$ cat src/rtl/digitizer_pkg.sv
// Shared constants, state encoding and address helper for the digitizer
// readout path (single_channel buffer -> SPI readout slave).
package digitizer_pkg;

  // Bits per SPI word and per buffer word.
  localparam int WORD_W = 16;
  // Buffer read-address width.
  localparam int ADDR_W = 12;
  // Width of the per-word bit counter (wraps naturally after WORD_W bits).
  localparam int CNT_W  = $clog2(WORD_W);
  // Width of the external word_num port.
  localparam int WNUM_W = 16;

  // Readout FSM state encoding.
  localparam logic [1:0] S_IDLE  = 2'd0;
  localparam logic [1:0] S_FETCH = 2'd1;
  localparam logic [1:0] S_SHIFT = 2'd2;

  typedef enum logic [1:0] {
    IDLE  = S_IDLE,
    FETCH = S_FETCH,
    SHIFT = S_SHIFT
  } state_t;

  // Next buffer address in a frame: step up to last (inclusive), then wrap to 0.
  // The address is zero-extended so the compare is done at word_num width.
  function automatic logic [ADDR_W-1:0] next_addr(input logic [ADDR_W-1:0] addr,
                                                  input logic [WNUM_W-1:0] last);
    logic [WNUM_W-1:0] w_addr_ext;
    w_addr_ext = {{(WNUM_W-ADDR_W){1'b0}}, addr};
    if (w_addr_ext < last) begin
      next_addr = addr + 1'b1;
    end else begin
      next_addr = '0;
    end
  endfunction

endpackage

$ cat src/rtl/spi_sync_edge.sv
// Multi-flop synchroniser for an asynchronous SPI pin, with registered
// single-cycle rise/fall pulses in the sysclk domain.
module spi_sync_edge #(
  parameter int STAGES = 2
) (
  input  logic i_clk,
  input  logic i_rst,
  input  logic i_async,
  output logic o_sync,
  output logic o_rise,
  output logic o_fall
);

  logic [STAGES-1:0] r_chain;
  logic              r_prev;
  logic              r_rise;
  logic              r_fall;
  logic              w_sync;

  assign w_sync = r_chain[STAGES-1];

  // Shift the pin through the synchroniser chain; first flop may go metastable.
  always_ff @(posedge i_clk or posedge i_rst) begin
    if (i_rst) begin
      r_chain <= '0;
    end else begin
      r_chain <= {r_chain[STAGES-2:0], i_async};
    end
  end

  // Registered edge detect on the synchronised level.
  always_ff @(posedge i_clk or posedge i_rst) begin
    if (i_rst) begin
      r_prev <= 1'b0;
      r_rise <= 1'b0;
      r_fall <= 1'b0;
    end else begin
      r_prev <= w_sync;
      r_rise <= w_sync & ~r_prev;
      r_fall <= ~w_sync & r_prev;
    end
  end

  assign o_sync = w_sync;
  assign o_rise = r_rise;
  assign o_fall = r_fall;

endmodule

$ cat src/rtl/spi_readout_slave.sv
// Sysclk-domain SPI slave (mode 0, MSB first) streaming the single-channel
// sample buffer to the Zynq. Fetches buffer words, serialises them on MISO,
// deserialises MOSI and pulses spi_done after each complete word.
module spi_readout_slave
  import digitizer_pkg::*;
#(
  parameter int READ_LATENCY = 1,
  parameter int SYNC_STAGES  = 2
) (
  input  logic                sysclk,
  input  logic                rst,
  input  logic                spi_sclk,
  input  logic                spi_ss_n,
  input  logic                spi_mosi,
  output logic                spi_miso,
  input  logic [WNUM_W-1:0]   word_num,
  input  logic [WORD_W-1:0]   rd_data,
  output logic [ADDR_W-1:0]   rd_addr,
  output logic                read_request,
  output logic                spi_done,
  output logic [WORD_W-1:0]   rx_word,
  output logic                rx_valid,
  output logic                busy,
  output logic                overrun
);

  localparam int               LAT_W     = $clog2(READ_LATENCY + 1);
  localparam logic [LAT_W-1:0] LAT_LAST  = LAT_W'(READ_LATENCY);
  localparam logic [CNT_W-1:0] WORD_LAST = CNT_W'(WORD_W - 1);

  // Synchronised SPI pins and edge pulses.
  logic w_sclk_sync_unused;
  logic w_sclk_rise;
  logic w_sclk_fall;
  logic w_ss_sync_unused;
  logic w_ss_rise;
  logic w_ss_fall;
  logic w_mosi;
  logic w_mosi_rise_unused;
  logic w_mosi_fall_unused;
  logic w_word_end;

  // FSM state and datapath registers.
  state_t             r_state;
  logic [CNT_W-1:0]   r_bit_cnt;
  logic [LAT_W-1:0]   r_lat_cnt;
  logic [WORD_W-1:0]  r_tx_shreg;
  logic [WORD_W-1:0]  r_rx_shreg;
  logic [ADDR_W-1:0]  r_rd_addr;
  logic               r_read_request;
  logic               r_spi_done;
  logic [WORD_W-1:0]  r_rx_word;
  logic               r_rx_valid;
  logic               r_busy;
  logic               r_overrun;

  spi_sync_edge #(.STAGES(SYNC_STAGES)) u_sync_sclk (
    .i_clk   (sysclk),
    .i_rst   (rst),
    .i_async (spi_sclk),
    .o_sync  (w_sclk_sync_unused),
    .o_rise  (w_sclk_rise),
    .o_fall  (w_sclk_fall)
  );

  spi_sync_edge #(.STAGES(SYNC_STAGES)) u_sync_ss (
    .i_clk   (sysclk),
    .i_rst   (rst),
    .i_async (spi_ss_n),
    .o_sync  (w_ss_sync_unused),
    .o_rise  (w_ss_rise),
    .o_fall  (w_ss_fall)
  );

  // MOSI only needs the synchronised level; it is sampled on sclk rise pulses,
  // and since the sclk pulse is one cycle behind its level, the MOSI level at
  // that point was captured close to the pin rising edge.
  spi_sync_edge #(.STAGES(SYNC_STAGES)) u_sync_mosi (
    .i_clk   (sysclk),
    .i_rst   (rst),
    .i_async (spi_mosi),
    .o_sync  (w_mosi),
    .o_rise  (w_mosi_rise_unused),
    .o_fall  (w_mosi_fall_unused)
  );

  assign w_word_end = (r_bit_cnt == WORD_LAST);

  // Readout FSM: SS edges have priority over everything, then per-state work,
  // then bit counting on sclk rising edges (counted in FETCH too, as overrun).
  always_ff @(posedge sysclk or posedge rst) begin
    if (rst) begin
      r_state        <= IDLE;
      r_bit_cnt      <= '0;
      r_lat_cnt      <= '0;
      r_tx_shreg     <= '0;
      r_rx_shreg     <= '0;
      r_rd_addr      <= '0;
      r_read_request <= 1'b0;
      r_spi_done     <= 1'b0;
      r_rx_word      <= '0;
      r_rx_valid     <= 1'b0;
      r_busy         <= 1'b0;
      r_overrun      <= 1'b0;
    end else begin
      r_read_request <= 1'b0;
      r_spi_done     <= 1'b0;
      r_rx_valid     <= 1'b0;

      if (w_ss_rise) begin
        // Frame abort: partial word is dropped without spi_done.
        r_state   <= IDLE;
        r_bit_cnt <= '0;
        r_lat_cnt <= '0;
        r_rd_addr <= '0;
        r_busy    <= 1'b0;
      end else if (w_ss_fall) begin
        // Frame start: fetch word 0; a coincident sclk edge is ignored.
        r_state        <= FETCH;
        r_bit_cnt      <= '0;
        r_lat_cnt      <= '0;
        r_rd_addr      <= '0;
        r_read_request <= 1'b1;
        r_overrun      <= 1'b0;
        r_busy         <= 1'b1;
      end else begin
        case (r_state)
          IDLE: begin
          end
          FETCH: begin
            if (r_lat_cnt == LAT_LAST) begin
              r_tx_shreg <= rd_data;
              r_lat_cnt  <= '0;
              r_state    <= SHIFT;
            end else begin
              r_lat_cnt <= r_lat_cnt + 1'b1;
            end
            // Master clocked before the next word was loaded; the stale MSB
            // is what went out on MISO.
            if (w_sclk_rise) begin
              r_overrun <= 1'b1;
            end
          end
          SHIFT: begin
            // No shift on the falling edge that closes a word, so the MSB of
            // the freshly loaded word stays on MISO for the first rising edge.
            if (w_sclk_fall && (r_bit_cnt != '0)) begin
              r_tx_shreg <= {r_tx_shreg[WORD_W-2:0], 1'b0};
            end
          end
          default: begin
            r_state <= IDLE;
          end
        endcase

        if ((r_state != IDLE) && w_sclk_rise) begin
          r_rx_shreg <= {r_rx_shreg[WORD_W-2:0], w_mosi};
          r_bit_cnt  <= r_bit_cnt + 1'b1;
          if (w_word_end) begin
            r_spi_done     <= 1'b1;
            r_rx_valid     <= 1'b1;
            r_rx_word      <= {r_rx_shreg[WORD_W-2:0], w_mosi};
            r_rd_addr      <= next_addr(r_rd_addr, word_num);
            r_read_request <= 1'b1;
            r_lat_cnt      <= '0;
            r_state        <= FETCH;
          end
        end
      end
    end
  end

  assign spi_miso     = r_busy & r_tx_shreg[WORD_W-1];
  assign rd_addr      = r_rd_addr;
  assign read_request = r_read_request;
  assign spi_done     = r_spi_done;
  assign rx_word      = r_rx_word;
  assign rx_valid     = r_rx_valid;
  assign busy         = r_busy;
  assign overrun      = r_overrun;

endmodule

$ cat config.mk
export PLATFORM = sky130hd
export DESIGN_NAME = spi_readout_slave
export DESIGN_NICKNAME = d
export VERILOG_FILES = /design/src/rtl/digitizer_pkg.sv /design/src/rtl/spi_sync_edge.sv /design/src/rtl/spi_readout_slave.sv
export SDC_FILE = /design/constraint.sdc
export NUM_CORES = 1
export LEC_CHECK = 0
export CORE_ASPECT_RATIO = 0.7
export CORE_MARGIN = 4
export CORE_UTILIZATION = 30
export CTS_BUF_LIST = sky130_fd_sc_hd__clkbuf_2
export CTS_CLUSTER_SIZE = 40
export DETAILED_ROUTE_END_ITERATION = 12
export PLACE_DENSITY = 0.58
export RECOVER_POWER = 25
export SLEW_MARGIN = 10
export SYNTH_ARGS = -nofsm -noshare
export SYNTH_HDL_FRONTEND = slang
export SYNTH_SLANG_ARGS = --single-unit
export TNS_END_PERCENT = 100
$ cat constraint.sdc
create_clock -name sysclk -period 7.35 [get_ports sysclk]
set_input_delay 1.47 -clock sysclk [delete_from_list [all_inputs] [get_ports sysclk]]
set_output_delay 1.47 -clock sysclk [all_outputs]
set_load 0.1 [all_outputs]
Fig. 1: run 1, gate-type map
Drawn at 2 px/um.
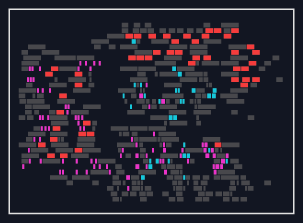
Key: NOR gates = cyan [cells 30]; NAND gates = magenta [cells 84]; multiplexers = red [cells 47]
most frequent logic cell in the layout: dfrtp_1
share of cell area taken by multi-input logic gates: 32.6%

Fig. 2: run 1, ports around the boundary
Drawn at 3 px/um. Pins as bars across the die edge, other pins in grey.
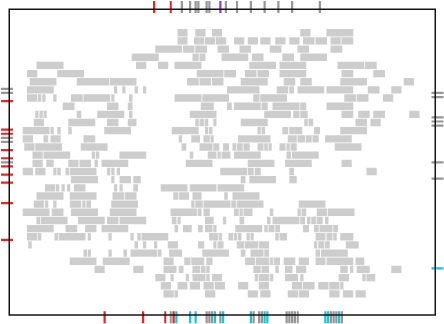
Key: rd_addr = cyan [pins 12, direction output, edge 11 bottom, 1 right]; busy = purple [pins 1, direction output, edge top]; rx_word = red [pins 16, direction output, edge 10 left, 4 bottom, 2 top]
All pins by edge: 32 bottom, 16 top, 15 left, 8 right.
die boundary width: 141 um
Die H: 101 um
quantity of I/O buffers inserted on ports: 70

==> ci_impl_report.md, run 1 <==
### Yosys + OpenROAD results

| Metric | Value |
|---|---|
| Result of the run | completed |
| Worst path slowest cell | clkdlybuf4s50_1 |
| Number of enable-type register cells in the synthesized netlist | 0 |
| Commonest cells in the netlist | dfrtp_1 (82), nand2_1 (67), mux2_2 (46) |
| Signal arrival time at the worst endpoint | 2.25 ns |
| Kind of cell adding the most delay to the critical path | buffers and inverters |
| Max-slew violation count | 0 |
| Post-Layout Inst Area | 4740 um^2 |
| Hold-fix buffers at CTS | 0 |
| Static leakage | 2.17 nW |
| Final worst setup slack | 3.63 ns |
| Worst setup timing slack at the placement stage | 3.18 ns |
| Synth top cell by count | dfrtp_1 |
| Library cell used as clock root buffer | clkbuf_2 |
| Time the worst path needs with I/O delays and setup | 3.72 ns |
| Clock tree from TritonCTS | done |
| Count of maximum capacitance violations | 0 |
| Floorplan net count | 391 |
| Core ar. | 11900 um^2 |
| Cell type contributing the most total cell area after synthesis | dfrtp_1 |
| Endpoint class of the critical path | output pin |
| Maximum buffer depth of the clock tree | 2 |
| Unrepaired setup endpoints after global routing | no |
| Count of standard-cell rows | 33 |
| Init Core Util | 31.4% |
| Fraction of synthesis flops using an asynchronous set or reset pin | 100% |
| Synth flops | 82 |
| Post_cts resized | 0 |
| Critical Path Fanout Max | 8 |
| Commonest register cell after synthesis | dfrtp_1 |
| Combined area of all synthesized cells | 3740 um^2 |
| Tool warnings | 27 |
| Final hold viol count | 0 |
| VDD IR max | 0.112 mV |
| Number of cells produced by synthesis | 339 |
| Worst hold slack after final layout | 0.373 ns |
| DRC violation total after the first TritonRoute iteration | 74 |
| Main area contributors after synthesis | dfrtp_1 (55%), mux2_2 (14%), nand2_1 (6.7%) |
| Area after DPL | 4580 um^2 |
| Min-Delay Path Class | flop to flop |
| Initial antenna violation count | 0 |
| Crit path launch type | flop |
| Antenna diodes | 0 |
| Router iterations before antenna repair | 4 |
| Number of nets in the layout | 459 |
| Pin count of the biggest net entering global routing | 83 |
| Post-synthesis chip area from yosys | 3740 um^2 |
| Yosys warning count | 0 |
| Reg-to-reg slack, setup | 4.15 ns |
| Maximum clock rate | 0.269 GHz |
| Post-detail-place hpwl | 5460 um |
| Sum of negative setup slack | 0 ns |
| Relative slew margins | 13.6% |
| Synth unique cells | 38 |
| Number of H-tree levels | 3 |
| Worst-path clk slew | 0.22 ns |
| DRC errors left | 0 |
| Slew of the pin with the lowest slew margin | 1.29 ns |
| Critical Path Max Stage Delay | 1.19 ns |
| Final number of setup-violating endpoints | 0 |
| Required arrival time at the worst endpoint | 5.88 ns |
| Portion of the post-synthesis area used by sequential elements | 54.8% |
| Average size of a mapped cell | 11.0 um^2 |
| Number of clock sinks | 82 |
| Via density per instance | 4.56 |
| Ordered cell list for the critical path | clkdlybuf4s50_1 |
| GPL Wtd Cong | 0.727 |
| Yosys stat cell total | 339 |
| Area of the die | 14300 um^2 |
| I/O pin count | 71 |
| Residual antenna-violating net count after detailed routing | 0 |
| Worst-case clock skew | 0.0129 ns |
| Share of cells above drive strength 1 | 16.7% |
| Crit Path Category | flop to output pin |
| Latency at later pin | 0.51 ns |
| Residual overflow from global routing | 0 |
| Global routing usage summed across all routing layers | 11.4% |
| Pwr Density | 225 nW/um^2 |
| Combined buffer and inverter count along the critical path | 1 |
| Via count of the first global-routing pass | 2722 |
| Total number of vias | 2592 |
| Global-route wire length before repair | 13200 um |
| WL final | 7770 um |
| Buffers inserted by post-CTS timing repair | 0 |
| Clock buffer count from CTS | 9 |
| Synth-to-Final Area Change | 26.8% |
| Area share of the leading cell type in the synthesized netlist | 54.8% |
| Post-layout period usage | 50.7% |
Fig. 3: run 1, where the registers sit
Drawn at 2 px/um. Other sequential cells in the stronger grey, the rest of the logic in the fainter grey.
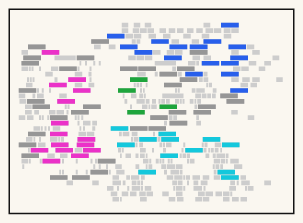
Key: r_rx_shreg = magenta [placed flops 15]; r_bit_cnt = green [placed flops 4, where middle]; rd_addr = cyan [placed flops 12]; r_tx_shreg = blue [placed flops 16]
Another 35 sequential cells are not coloured.
post-layout utilization of the core: 39.8%
Seq. cell area: 2050 um^2
flip-flop and latch power: 558 uW
flip-flop and latch share of the layout cell area: 43.2%

Fig. 4: run 1, routing congestion map
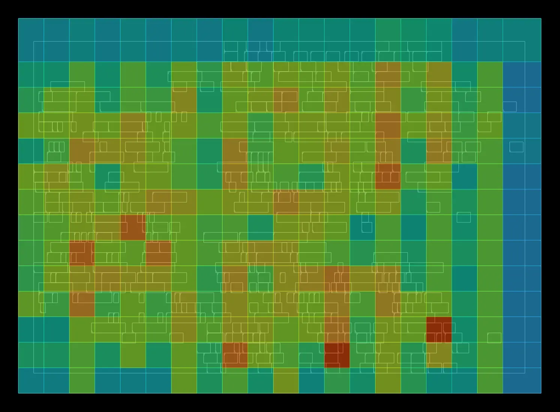
M2 GR Usage: 17.5%
met1 GRT Util: 15.7%
average wire per cell in the routed design: 13.6 um
most utilized layer in the global route result: met2

## run 1: sequential cells by signal, indices dropped and copies added, names as in the netlist
register,flops
r_tx_shreg,16
rx_word,16
r_rx_shreg,15
rd_addr,12
r_bit_cnt,4
r_state,2
u_sync_mosi.r_chain,2
u_sync_sclk.r_chain,2
u_sync_ss.r_chain,2
busy,1
overrun,1
r_lat_cnt,1
read_request,1
rx_valid,1
u_sync_sclk.o_fall,1
u_sync_sclk.o_rise,1
u_sync_sclk.r_prev,1
u_sync_ss.o_fall,1
u_sync_ss.o_rise,1
u_sync_ss.r_prev,1
## run 1: stage by stage
step	util (%)	total power [mW]	cells
2_1_floorplan	-	0.717	339
3_3_place_gp	38.4	0.768	553
3_5_place_dp	38.4	0.780	553
4_1_cts	39.8	1.09	569
5_1_grt	39.8	1.13	569
6_report	39.8	1.07	569
## run 1: logic make-up (layout without fill, tap and decap cells)
logic type                 Yosys count  after routing  share of synthesized area (%)
xor gates and xnor gates             6              6                           1.40
DFF                                 82             82                           54.8
and+or+nand+nor                    124            124                           15.0
adders and majority gates           15             15                           5.02
AOI/OAI and AO/OA                   31             31                           5.75
muxes                               47             47                           14.1
buffers and inverters               34            107                           3.85
## run 1: power by group
group	leakage (nW)	total [mW]	internal [mW]	switching, mW
Combinational	1.01	0.207	0.109	0.0982
Sequential	1.07	0.558	0.521	0.0375
Clock	0.0858	0.301	0.146	0.155
## run 1: area by class of cell
cell class                      count  area (um^2)
Fill cell                        1168         7190
Sequential cell                    82         2050
Multi-Input combinational cell    223         1550
Timing Repair Buffer               72          716
Tap cell                          157          196
Clock inverter                      7          118
Inverter                           19         72.6
Clock buffer                        9         45.0
## run 1: final timing paths
check,startpoint,endpoint,cells past startpoint
max,rd_addr[4],rd_addr[4],1
min,u_sync_ss.r_chain[0],u_sync_ss.r_chain[1],0
max reg2reg,r_bit_cnt[0],rd_addr[10],6
min reg2reg,u_sync_ss.r_chain[0],u_sync_ss.r_chain[1],0
max in group asynchronous,rst,r_tx_shreg[1],3
min in group asynchronous,rst,rx_word[5],3
## run 1: cells in the final DEF (no fill, tap or decap), types with 4 or more instances in the layout
cell type	instances
dfrtp_1	82
nand4_1	7
o211ai_1	5
inv_1	17
nor2b_1	11
nor2_1	16
nand2_1	67
xor2_1	4
clkdlybuf4s50_1	67
nand3_1	10
a21oi_1	6
a31oi_1	5
o21ai_0	4
ha_1	15
mux2_2	46
clkbuf_2	9
## run 1: routing by layer
metal / vias up / GRT usage (%) / share of wire [%]
met5: - / 0 / 0
met4: 0 / 2.65 / 1.0
met3: 11 / 3.87 / 4.0
met2: 44 / 17.5 / 46
met1: 1257 / 15.7 / 49
li1: 1280 / - / -
## Run 2: what changed since run 1
--- a/config.mk
+++ b/config.mk
@@ -11,7 +11,7 @@
 export CTS_BUF_LIST = sky130_fd_sc_hd__clkbuf_2
 export CTS_CLUSTER_SIZE = 40
 export DETAILED_ROUTE_END_ITERATION = 12
-export PLACE_DENSITY = 0.58
+export PLACE_DENSITY = 0.6
 export RECOVER_POWER = 25
 export SLEW_MARGIN = 10
 export SYNTH_ARGS = -nofsm -noshare
==> constraint.sdc (replaced) <==
create_clock -name sysclk -period 3.1 [get_ports sysclk]
set_input_delay 0.62 -clock sysclk [delete_from_list [all_inputs] [get_ports sysclk]]
set_output_delay 0.62 -clock sysclk [all_outputs]
set_load 0.1 [all_outputs]
Fig. 5: run 2, gate-type map
Drawn at 2 px/um.
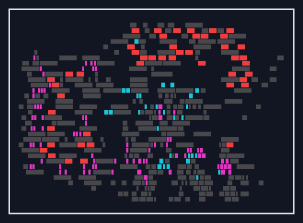
Key: NOR gates = cyan [cells 30, where middle]; multiplexers = red [cells 47]; NAND gates = magenta [cells 84]
final cell count without fillers: 573
share of cell area taken by multi-input logic gates: 33.3%

Fig. 6: run 2, ports around the boundary
Drawn at 3 px/um. Pins as bars across the die edge, other pins in grey.
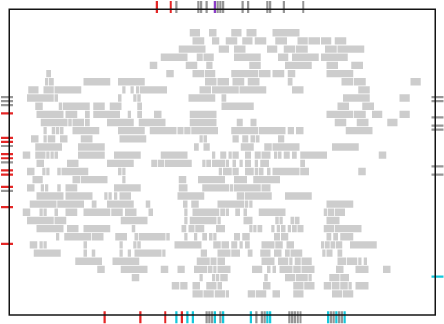

==> ci_impl_report.md, run 2 <==
### Yosys + OpenROAD results

| Metric | Value |
|---|---|
| Most frequent logic cells in the routed design | dfrtp_1 (82), nand2_1 (67), mux2_2 (46) |
| Hold-fix buffers at CTS | 0 |
| Die H | 101 um |
| AND-OR/OR-AND share of the synthesized area | 5.75% |
| Result of the run | finished with violations |
| Commonest register cell after synthesis | dfrtp_1 |
| Kind of cell adding the most delay to the critical path | buffers and inverters |
| Share of cells above drive strength 1 | 25.8% |
| Buffers inserted by post-CTS timing repair | 0 |
| Cell internal power dissipation | 1.68 mW |
| Min-Delay Path Class | flop to flop |
| Fraction of synthesis flops using an asynchronous set or reset pin | 100% |
| Max-slew violation count | 83 |
| Average wire per cell in the routed design | 13.3 um |
| Critical Path Fanout Max | 82 |
| DRC violation total after the first TritonRoute iteration | 103 |
| VDD IR max | 0.262 mV |
| Simple-gate share of the synthesized area | 15.0% |
| Worst hold slack after final layout | 0.386 ns |
| Post-synthesis chip area from yosys | 3740 um^2 |
| Final number of setup-violating endpoints | 0 |
| Residual antenna-violating net count after detailed routing | 0 |
| Combined area of all synthesized cells | 3740 um^2 |
| Main area contributors after synthesis | dfrtp_1 (55%), mux2_2 (14%), nand2_1 (6.7%) |
| Number of cells produced by synthesis | 339 |
| Clock tree from TritonCTS | done |
| Endpoint class of the critical path | async pin |
| Worst-case clock skew | 0.0326 ns |
| Die boundary width | 141 um |
| Dominant non-sequential cell family after synthesis | simple AND/OR/NAND/NOR gates |
| Multiplexer share | 14.1% |
| Global-route wire length before repair | 12900 um |
| Required arrival time at the worst endpoint | 3.36 ns |
| Pwr Density | 511 nW/um^2 |
| Post-layout utilization of the core | 38.8% |
| Latency at later pin | 0.52 ns |
| Synth-to-Final Area Change | 23.9% |
| Init Core Util | 31.4% |
| WL final | 7600 um |
| Area of the die | 14300 um^2 |
| Average size of a mapped cell | 11.0 um^2 |
| Sum of negative setup slack | 0 ns |
| Synth top cell by count | dfrtp_1 |
| Combined buffer and inverter count along the critical path | 3 |
| Critical Path Max Stage Delay | 1.39 ns |
| Net switching fraction of the power | 28.9% |
| Synth unique cells | 38 |
| Core ar. | 11900 um^2 |
| Worst-path clk slew | 0.23 ns |
| Part of the total power dissipated in combinational logic | 20.5% |
| Yosys adder share | 5.02% |
| Relative slew margins | -32.9% |
| Slew of the pin with the lowest slew margin | 1.99 ns |
| Most frequent logic cell in the layout | dfrtp_1 |
| Yosys stat cell total | 339 |
| Time the worst path needs with I/O delays and setup | 2.30 ns |
| Crit path launch type | input port |
| Sequential power share | 55.9% |
| Post-detail-place hpwl | 5390 um |
| Clock buffer count from CTS | 9 |
| Post_cts resized | 0 |
| Library cell used as clock root buffer | clkbuf_2 |
| Failing checks | capacitance limit, slew limit |
| Synth flops | 82 |
| Unrepaired setup endpoints after global routing | no |
| Crit Path Category | input port to async pin |
| Quantity of I/O buffers inserted on ports | 70 |
| Total number of vias | 2558 |
| Fraction of power consumed by the clock network | 23.6% |
| Number of enable-type register cells in the synthesized netlist | 0 |
| Commonest cells in the netlist | dfrtp_1 (82), nand2_1 (67), mux2_2 (46) |
| Pin count of the biggest net entering global routing | 83 |
| Static leakage | 2.24 nW |
| Cell type contributing the most total cell area after synthesis | dfrtp_1 |
| Portion of the post-synthesis area used by sequential elements | 54.8% |
| Router iterations before antenna repair | 4 |
| Area share of the leading cell type in the synthesized netlist | 54.8% |
| Via count of the first global-routing pass | 2671 |
| Count of maximum capacitance violations | 1 |
| Signal arrival time at the worst endpoint | 2.57 ns |
| Switching power of the nets | 685 uW |
| Maximum buffer depth of the clock tree | 2 |
| Count of standard-cell rows | 33 |
| I/O pin count | 71 |
| Fraction of synthesized cell area in xor and xnor cells | 1.40% |
| Number of clock sinks | 82 |
| Via density per instance | 4.46 |
| Tool warnings | 27 |
| Yosys warning count | 0 |
| Number of H-tree levels | 3 |
| Global routing usage summed across all routing layers | 11.2% |
| DRC errors left | 0 |
| Post-layout period usage | 74.2% |
| Residual overflow from global routing | 0 |
| GPL Wtd Cong | 0.770 |
| Number of nets in the layout | 462 |
| Worst path slowest cell | clkbuf_2 |
| Floorplan net count | 391 |
| Ordered cell list for the critical path | clkdlybuf4s50_1, clkinvlp_2, clkbuf_2 |
| Initial antenna violation count | 0 |
| Maximum clock rate | 0.435 GHz |
| Final hold viol count | 0 |
-- run 2: cell types whose count changed in the layout (fill, tap and decap cells not counted), sizes merged --
cell / previous run / this run
buf: 2 / 38
clkdlybuf4s50: 67 / 33
bufinv: 3 / 1
clkbuf: 9 / 11
diode: 0 / 1
inv: 17 / 18
-- run 2: final cells by class --
| type | instances | area [um^2] |
|---|---|---|
| antenna | 1 | 2.50 |
| fill | 1185 | 7300 |
| tap | 157 | 196 |
| clock buffer | 10 | 50.0 |
| multi-input combinational | 223 | 1550 |
| inverter | 19 | 72.6 |
| sequential | 82 | 2050 |
| clock inverter | 6 | 65.1 |
| timing repair buffer | 75 | 651 |
-- run 2: power groups by stage --
stage | Clock (mW) | Sequential [mW] | Combinational, mW
2_1_floorplan | 0 | 1.36 | 0.342
3_3_place_gp | 0 | 1.34 | 0.482
3_5_place_dp | 0 | 1.35 | 0.497
4_1_cts | 0.594 | 1.32 | 0.498
5_1_grt | 0.645 | 1.35 | 0.539
6_report | 0.560 | 1.32 | 0.485
-- run 2: final timing paths --
check,startpoint,to,slack [ns],depth (start not counted)
max in group sysclk,word_num[6],rd_addr[5],0.90,9
max reg2reg,rd_addr[6],rd_addr[5],0.99,7
min in group asynchronous,rst,rx_word[3],1.09,3
min,u_sync_mosi.r_chain[0],u_sync_mosi.r_chain[1],0.39,0
min reg2reg,u_sync_mosi.r_chain[0],u_sync_mosi.r_chain[1],0.39,0
max,rst,r_state[0],0.80,3
-- run 2: worst register-to-register path: cells and delay by family, from the launching register on --
family	cells	cell delay, ns
AOI/OAI and AO/OA	3	0.67
DFF	1	0.50
buffers and inverters	1	0.20
and+or+nand+nor	2	0.35
adders and majority gates	1	0.32
-- run 2: logic make-up (layout without fill, tap and decap cells) --
kind of cell    after synthesis  count (layout)
buf+inv                      34             110
mux                          47              47
fa+ha+maj                    15              15
compound gates               31              31
xor+xnor                      6               6
other cells                   0               1
simple gates                124             124
flops                        82              82
-- run 2: metrics by stage --
stage                     area, um^2  power (mW)  cells  worst slack (ns)
after detailed placement        4530        1.84    556             0.376
after global placement          4530        1.82    556             0.416
after global routing            4630        2.53    572             0.410
after floorplan                 3740        1.70    339             0.348
after CTS                       4650        2.42    572             0.953
final                           4630        2.37    573             0.800
-- run 2: metal layers --
| metal | vias up | share of wire (%) | track usage (%) |
|---|---|---|---|
| met5 | - | 0 | 0 |
| met4 | 0 | 0.66 | 2.58 |
| met3 | 7 | 3.5 | 3.87 |
| met2 | 36 | 47 | 17.9 |
| met1 | 1220 | 49 | 14.9 |
| li1 | 1295 | - | - |
No activity file was given, so power comes from the tool's default toggle rates.
